**src/rtl/uart_pkg.sv**
```systemverilog
// uart_pkg: shared definitions for the UART receive path.
//   rx_state_e    receiver FSM state encoding
//   PRESC_8/16/32 supported oversample ratios (clocks per bit)
//   PAR_EVEN/ODD  encoding of the parity-type select
//   maj3          2-of-3 vote used when UART_RX_MAJORITY_EN is defined
package uart_pkg;

  typedef enum logic [2:0] {
    RX_IDLE   = 3'd0,
    RX_START  = 3'd1,
    RX_DATA   = 3'd2,
    RX_PARITY = 3'd3,
    RX_STOP   = 3'd4
  } rx_state_e;

  localparam int PRESC_8  = 8;
  localparam int PRESC_16 = 16;
  localparam int PRESC_32 = 32;

  localparam logic PAR_EVEN = 1'b0;
  localparam logic PAR_ODD  = 1'b1;

  function automatic logic maj3(input logic a, input logic b, input logic c);
    return (a & b) | (a & c) | (b & c);
  endfunction

endpackage

```
**src/rtl/uart_rx_core_if.sv**
```systemverilog
// uart_rx_core_if: serial line, frame configuration and received-byte outputs
// of the UART receiver.
//   master : drives RX_IN_RX / PRESCALE_RX / PAR_EN_RX / PAR_TYP_RX,
//            observes P_DATA_RX / DATA_VLD_RX / PAR_ERR_RX / STP_ERR_RX
//   slave  : the receiver core (opposite directions)
interface uart_rx_core_if #(
  parameter int DATA_WIDTH = 8,
  parameter int PRESC_W    = 6
);

  logic                  RX_IN_RX;
  logic [PRESC_W-1:0]    PRESCALE_RX;
  logic                  PAR_EN_RX;
  logic                  PAR_TYP_RX;
  logic [DATA_WIDTH-1:0] P_DATA_RX;
  logic                  DATA_VLD_RX;
  logic                  PAR_ERR_RX;
  logic                  STP_ERR_RX;

  modport master (
    output RX_IN_RX, PRESCALE_RX, PAR_EN_RX, PAR_TYP_RX,
    input  P_DATA_RX, DATA_VLD_RX, PAR_ERR_RX, STP_ERR_RX
  );

  modport slave (
    input  RX_IN_RX, PRESCALE_RX, PAR_EN_RX, PAR_TYP_RX,
    output P_DATA_RX, DATA_VLD_RX, PAR_ERR_RX, STP_ERR_RX
  );

endinterface

```
**src/rtl/uart_rx_sampler.sv**
```systemverilog
// uart_rx_sampler: per-bit timing and bit sampling for the UART receiver.
//   clk, rst   clock, asynchronous active-high reset
//   rx_in      synchronised serial line
//   run        high while the receiver is inside a frame (counters clear otherwise)
//   presc      latched clocks-per-bit for the current frame
//   samp_bit   sampled bit value, valid while samp_tick is high
//   samp_tick  bit decision strobe (S, or S+1 with majority voting)
//   bit_end    last clock of the current bit (edge_cnt == presc-1)
//   bit_cnt    bits completed in the current frame
// Build option: UART_RX_MAJORITY_EN votes over samples at S-1, S and S+1.
module uart_rx_sampler
  import uart_pkg::*;
#(
  parameter int PRESC_W = 6,
  parameter int BCW     = 4
) (
  input  logic               clk,
  input  logic               rst,
  input  logic               rx_in,
  input  logic               run,
  input  logic [PRESC_W-1:0] presc,
  output logic               samp_bit,
  output logic               samp_tick,
  output logic               bit_end,
  output logic [BCW-1:0]     bit_cnt
);

  logic [PRESC_W-1:0] edge_cnt;
  logic [PRESC_W-1:0] presc_m1;
  logic [PRESC_W-1:0] samp_pt;

  assign presc_m1 = presc - PRESC_W'(1);
  assign samp_pt  = presc >> 1;
  assign bit_end  = run && (edge_cnt == presc_m1);

  always_ff @(posedge clk or posedge rst) begin
    if (rst) begin
      edge_cnt <= '0;
      bit_cnt  <= '0;
    end else if (!run) begin
      edge_cnt <= '0;
      bit_cnt  <= '0;
    end else if (bit_end) begin
      edge_cnt <= '0;
      bit_cnt  <= bit_cnt + BCW'(1);
    end else begin
      edge_cnt <= edge_cnt + PRESC_W'(1);
    end
  end

`ifdef UART_RX_MAJORITY_EN
  logic s_early;
  logic s_mid;

  always_ff @(posedge clk or posedge rst) begin
    if (rst) begin
      s_early <= 1'b0;
      s_mid   <= 1'b0;
    end else if (run) begin
      if (edge_cnt == samp_pt - PRESC_W'(1)) s_early <= rx_in;
      if (edge_cnt == samp_pt)               s_mid   <= rx_in;
    end
  end

  // Third vote is the live line value at S+1, so the decision lands one cycle later.
  assign samp_tick = run && (edge_cnt == samp_pt + PRESC_W'(1));
  assign samp_bit  = maj3(s_early, s_mid, rx_in);
`else
  assign samp_tick = run && (edge_cnt == samp_pt);
  assign samp_bit  = rx_in;
`endif

endmodule

```
**src/rtl/uart_rx_core.sv**
```systemverilog
// uart_rx_core: UART receiver. Oversamples the synchronised serial line,
// deframes start / data (LSB first) / optional parity / stop, and delivers a
// byte with a one-cycle valid pulse plus parity and stop error pulses.
//   CLK_RX   clock (rising edge)
//   RST_RX   asynchronous active-high reset
//   rx_if    slave modport of uart_rx_core_if: line + config in, byte/flags out
// Build option: UART_RX_MAJORITY_EN (2-of-3 bit voting, see uart_rx_sampler).
//
// state     | meaning
// ----------+-------------------------------------------------------------
// RX_IDLE   | line idle, waiting for a falling edge; config latched on exit
// RX_START  | start bit; a 1 at the sample point is a glitch -> RX_IDLE
// RX_DATA   | DATA_WIDTH payload bits shifted in LSB first
// RX_PARITY | parity bit checked against the received payload
// RX_STOP   | stop bit; frame evaluated and reported at the sample point
module uart_rx_core
  import uart_pkg::*;
#(
  parameter int DATA_WIDTH = 8,
  parameter int PRESC_W    = 6
) (
  input logic           CLK_RX,
  input logic           RST_RX,
  uart_rx_core_if.slave rx_if
);

  localparam int BCW = $clog2(DATA_WIDTH + 4);

  rx_state_e state_q, state_d;

  logic [PRESC_W-1:0]    presc_q;
  logic [PRESC_W-1:0]    presc_in;
  logic                  par_en_q;
  logic                  par_typ_q;
  logic                  par_bad_q;
  logic                  rx_prev_q;
  logic [DATA_WIDTH-1:0] shift_q;
  logic [DATA_WIDTH-1:0] p_data_q;
  logic                  vld_q;
  logic                  par_err_q;
  logic                  stp_err_q;

  logic                  run;
  logic                  start_det;
  logic                  par_exp;
  logic                  samp_bit;
  logic                  samp_tick;
  logic                  bit_end;
  logic [BCW-1:0]        bit_cnt;

  // Ratios below 4 leave no room for a mid-bit sample point; fall back to 8.
  assign presc_in = (rx_if.PRESCALE_RX < PRESC_W'(4)) ? PRESC_W'(PRESC_8) : rx_if.PRESCALE_RX;

  // Edge rather than level: after a stop error on a line stuck low, a new
  // frame is only accepted once the line has gone back to 1.
  assign start_det = rx_prev_q & ~rx_if.RX_IN_RX;
  assign run       = (state_q != RX_IDLE);
  assign par_exp   = (par_typ_q == PAR_ODD) ? ~^shift_q : ^shift_q;

  uart_rx_sampler #(
    .PRESC_W (PRESC_W),
    .BCW     (BCW)
  ) u_sampler (
    .clk       (CLK_RX),
    .rst       (RST_RX),
    .rx_in     (rx_if.RX_IN_RX),
    .run       (run),
    .presc     (presc_q),
    .samp_bit  (samp_bit),
    .samp_tick (samp_tick),
    .bit_end   (bit_end),
    .bit_cnt   (bit_cnt)
  );

  always_ff @(posedge CLK_RX or posedge RST_RX) begin
    if (RST_RX) state_q <= RX_IDLE;
    else        state_q <= state_d;
  end

  always_comb begin
    state_d = state_q;
    case (state_q)
      RX_IDLE: begin
        if (start_det) state_d = RX_START;
      end
      RX_START: begin
        if (samp_tick && samp_bit) state_d = RX_IDLE;
        else if (bit_end)          state_d = RX_DATA;
      end
      RX_DATA: begin
        // bit_cnt includes the start bit, so the last payload bit ends at DATA_WIDTH.
        if (bit_end && (bit_cnt == BCW'(DATA_WIDTH)))
          state_d = par_en_q ? RX_PARITY : RX_STOP;
      end
      RX_PARITY: begin
        if (bit_end) state_d = RX_STOP;
      end
      RX_STOP: begin
        // Leaving at the sample point frees the second half of the stop bit
        // for detecting a back-to-back start edge.
        if (samp_tick) state_d = RX_IDLE;
      end
      default: state_d = RX_IDLE;
    endcase
  end

  always_ff @(posedge CLK_RX or posedge RST_RX) begin
    if (RST_RX) begin
      presc_q   <= '0;
      par_en_q  <= 1'b0;
      par_typ_q <= 1'b0;
      par_bad_q <= 1'b0;
      rx_prev_q <= 1'b0;
      shift_q   <= '0;
      p_data_q  <= '0;
      vld_q     <= 1'b0;
      par_err_q <= 1'b0;
      stp_err_q <= 1'b0;
    end else begin
      rx_prev_q <= rx_if.RX_IN_RX;
      vld_q     <= 1'b0;
      par_err_q <= 1'b0;
      stp_err_q <= 1'b0;
      case (state_q)
        RX_IDLE: begin
          if (start_det) begin
            presc_q   <= presc_in;
            par_en_q  <= rx_if.PAR_EN_RX;
            par_typ_q <= rx_if.PAR_TYP_RX;
            par_bad_q <= 1'b0;
            shift_q   <= '0;
          end
        end
        RX_DATA: begin
          if (samp_tick) shift_q <= {samp_bit, shift_q[DATA_WIDTH-1:1]};
        end
        RX_PARITY: begin
          if (samp_tick) par_bad_q <= (samp_bit != par_exp);
        end
        RX_STOP: begin
          if (samp_tick) begin
            stp_err_q <= ~samp_bit;
            par_err_q <= par_en_q & par_bad_q;
            if (samp_bit && !(par_en_q && par_bad_q)) begin
              p_data_q <= shift_q;
              vld_q    <= 1'b1;
            end
          end
        end
        default: ;
      endcase
    end
  end

  assign rx_if.P_DATA_RX   = p_data_q;
  assign rx_if.DATA_VLD_RX = vld_q;
  assign rx_if.PAR_ERR_RX  = par_err_q;
  assign rx_if.STP_ERR_RX  = stp_err_q;

endmodule

```
**src/flat_wrapper.sv**
```systemverilog
// flat-port wrapper written by rule: the top's interface ports become plain ports
module uart_rx_core_flat import uart_pkg::*;
#(
  parameter int DATA_WIDTH = 8,
  parameter int PRESC_W    = 6
)
  (CLK_RX, RST_RX, rx_if_RX_IN_RX, rx_if_PRESCALE_RX, rx_if_PAR_EN_RX, rx_if_PAR_TYP_RX, rx_if_P_DATA_RX, rx_if_DATA_VLD_RX, rx_if_PAR_ERR_RX, rx_if_STP_ERR_RX);
  uart_rx_core_if #(.DATA_WIDTH(DATA_WIDTH), .PRESC_W(PRESC_W)) rx_if_i ();
  input logic CLK_RX;
  input logic RST_RX;
  input wire logic [$bits(rx_if_i.RX_IN_RX)-1:0] rx_if_RX_IN_RX;
  input wire logic [$bits(rx_if_i.PRESCALE_RX)-1:0] rx_if_PRESCALE_RX;
  input wire logic [$bits(rx_if_i.PAR_EN_RX)-1:0] rx_if_PAR_EN_RX;
  input wire logic [$bits(rx_if_i.PAR_TYP_RX)-1:0] rx_if_PAR_TYP_RX;
  output wire logic [$bits(rx_if_i.P_DATA_RX)-1:0] rx_if_P_DATA_RX;
  output wire logic [$bits(rx_if_i.DATA_VLD_RX)-1:0] rx_if_DATA_VLD_RX;
  output wire logic [$bits(rx_if_i.PAR_ERR_RX)-1:0] rx_if_PAR_ERR_RX;
  output wire logic [$bits(rx_if_i.STP_ERR_RX)-1:0] rx_if_STP_ERR_RX;
  assign rx_if_i.RX_IN_RX = rx_if_RX_IN_RX;
  assign rx_if_i.PRESCALE_RX = rx_if_PRESCALE_RX;
  assign rx_if_i.PAR_EN_RX = rx_if_PAR_EN_RX;
  assign rx_if_i.PAR_TYP_RX = rx_if_PAR_TYP_RX;
  assign rx_if_P_DATA_RX = rx_if_i.P_DATA_RX;
  assign rx_if_DATA_VLD_RX = rx_if_i.DATA_VLD_RX;
  assign rx_if_PAR_ERR_RX = rx_if_i.PAR_ERR_RX;
  assign rx_if_STP_ERR_RX = rx_if_i.STP_ERR_RX;
  uart_rx_core #(.DATA_WIDTH(DATA_WIDTH), .PRESC_W(PRESC_W)) u_core (.CLK_RX(CLK_RX), .RST_RX(RST_RX), .rx_if(rx_if_i));
endmodule
```
**config.mk**
```make
export PLATFORM = sky130hd
export DESIGN_NAME = uart_rx_core_flat
export DESIGN_NICKNAME = d
export VERILOG_FILES = /design/src/rtl/uart_pkg.sv /design/src/rtl/uart_rx_core_if.sv /design/src/rtl/uart_rx_sampler.sv /design/src/rtl/uart_rx_core.sv /design/src/flat_wrapper.sv
export SDC_FILE = /design/constraint.sdc
export NUM_CORES = 1
export LEC_CHECK = 0
export CORE_MARGIN = 5
export CORE_UTILIZATION = 40
export CTS_CLUSTER_DIAMETER = 150
export DETAILED_ROUTE_END_ITERATION = 12
export PLACE_DENSITY_LB_ADDON = 0.3
export RECOVER_POWER = 100
export SETUP_SLACK_MARGIN = 0.3
export SLEW_MARGIN = 20
export SYNTH_ARGS = -nofsm -noshare
export SYNTH_HDL_FRONTEND = slang
export SYNTH_SLANG_ARGS = --single-unit
```
**constraint.sdc**
```tcl
create_clock -name CLK_RX -period 2.1 [get_ports CLK_RX]
set_input_delay 0.63 -clock CLK_RX [delete_from_list [all_inputs] [get_ports CLK_RX]]
set_output_delay 0.63 -clock CLK_RX [all_outputs]
set_load 0.1 [all_outputs]
```
**The clock network**

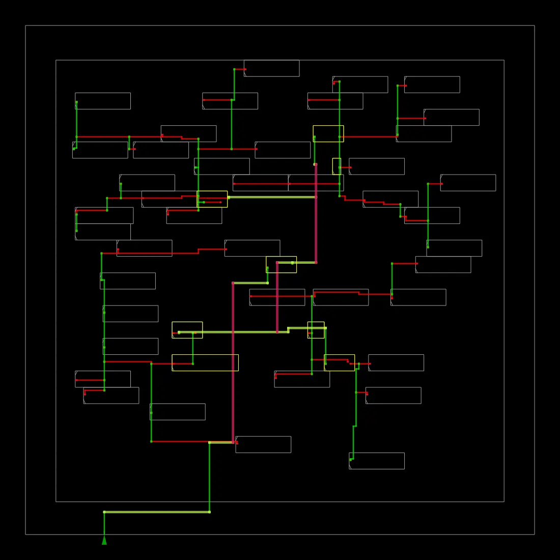
clock network power consumption: 0.644 mW
clk sink count: 42
layout clock buffer count: 6
flip-flops: 42

**Wiring by layer**

Drawn at 6 px/µm.
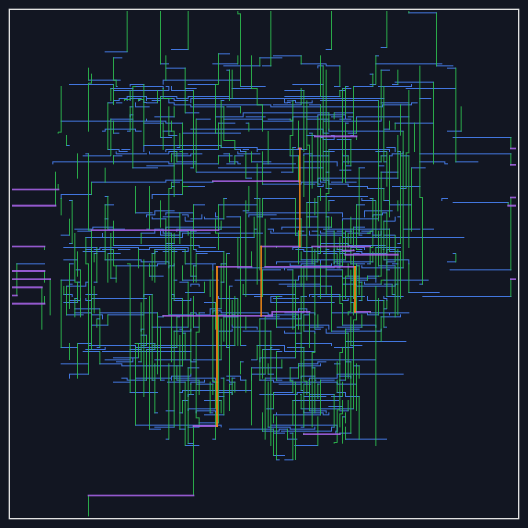
[metal 2] green | wire length: 2450 µm
[metal 3] purple | wire length: 191 µm
[metal 4] orange | wire length: 61.9 µm
[metal 1] blue | wire length: 2280 µm
final wirelength: 4.98 mm
overall via count from detail_route: 1757
routed len/inst: 14.5 µm

**Routed clock nets over the placement**

Drawn at 3 px/µm.
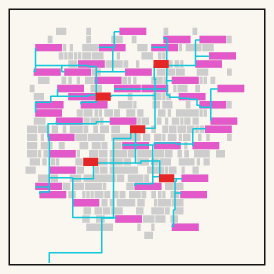
[clock wires] cyan | length: 561 µm
[flip-flops] magenta | count: 42
[clock drivers] red | count: 5
routed clock nets: 6
clock network fraction of total power: 0.423
largest clock skew in the final design: 0.00429 ns

==> Implementation_results.wiki <==
== Metrics ==
{| class="wikitable"
! Metric !! Value
|-
| Final HPWL from detailed placement || 3.34 mm
|-
| TritonCTS clock tree || done
|-
| Status || completed
|-
| Post-Layout Inst Area || 2930 µm²
|-
| Number of gates on the worst path with buffers counted || 5
|-
| Fraction of the mapped netlist area in compound gates || 0.123
|-
| Row count || 27
|-
| Met2 global-route usage || 0.228
|-
| Startpoint class of the critical path || flip-flop
|-
| Kind of critical path || reg2reg
|-
| Average vias per placed instance || 5.12
|-
| IR drop worst, VDD || 0.000259 V
|-
| Grt ovf || 0
|-
| Cell family contributing the most delay on the critical path || AND-OR/OR-AND gates
|-
| Worst-path maximum fanout || 2
|-
| Simple Share, Synth || 0.170
|-
| Most repeated cell in the gate-level netlist after synthesis || sky130_fd_sc_hd__dfrtp_1
|-
| Number of cells after detailed placement || 323
|-
| Count of pins on the block boundary || 22
|-
| Post-synthesis instance total || 216
|-
| Start point of the worst hold path || u_core.rx_if.P_DATA_RX[5]
|-
| Capture endpoint of the worst hold path || u_core.rx_if.P_DATA_RX[5]
|-
| Average cell area after synthesis || 10.3 µm²
|-
| Number of setup violations in the final report || 0
|-
| Top cell category || logic gates
|-
| Non-clock buffer count in the final layout || 54
|-
| Sequential fraction of total cell area || 0.359
|-
| Power Sequential || 0.817 mW
|-
| Net count after synthesis || 231
|-
| Number of ordinary inverters in the final layout || 11
|-
| Normalized max-slew margin || 0.313
|-
| Ordered list of cells on the worst path || or4_4 -> o21a_1 -> o2111a_2 -> a32oi_2 -> mux2_4
|-
| Group drawing the most power || sequential cells
|-
| PostCTS Resize Cnt || 21
|-
| Min Hold Slack || 0.496 ns
|-
| Final Worst Setup Slack || 0.0281 ns
|-
| Netlist area before placement || 2230 µm²
|-
| Global-route wire length before repair || 8.09 mm
|-
| Area post-placement || 2840 µm²
|-
| Leakage power total || 1.39 nW
|-
| Switching share of total power || 0.214
|-
| Number of clock buffers inserted by TritonCTS || 5
|-
| Launch point of the worst path || u_core.presc_q[1]
|}
Power figures rest on the tool's default switching activity, not on a simulated workload.
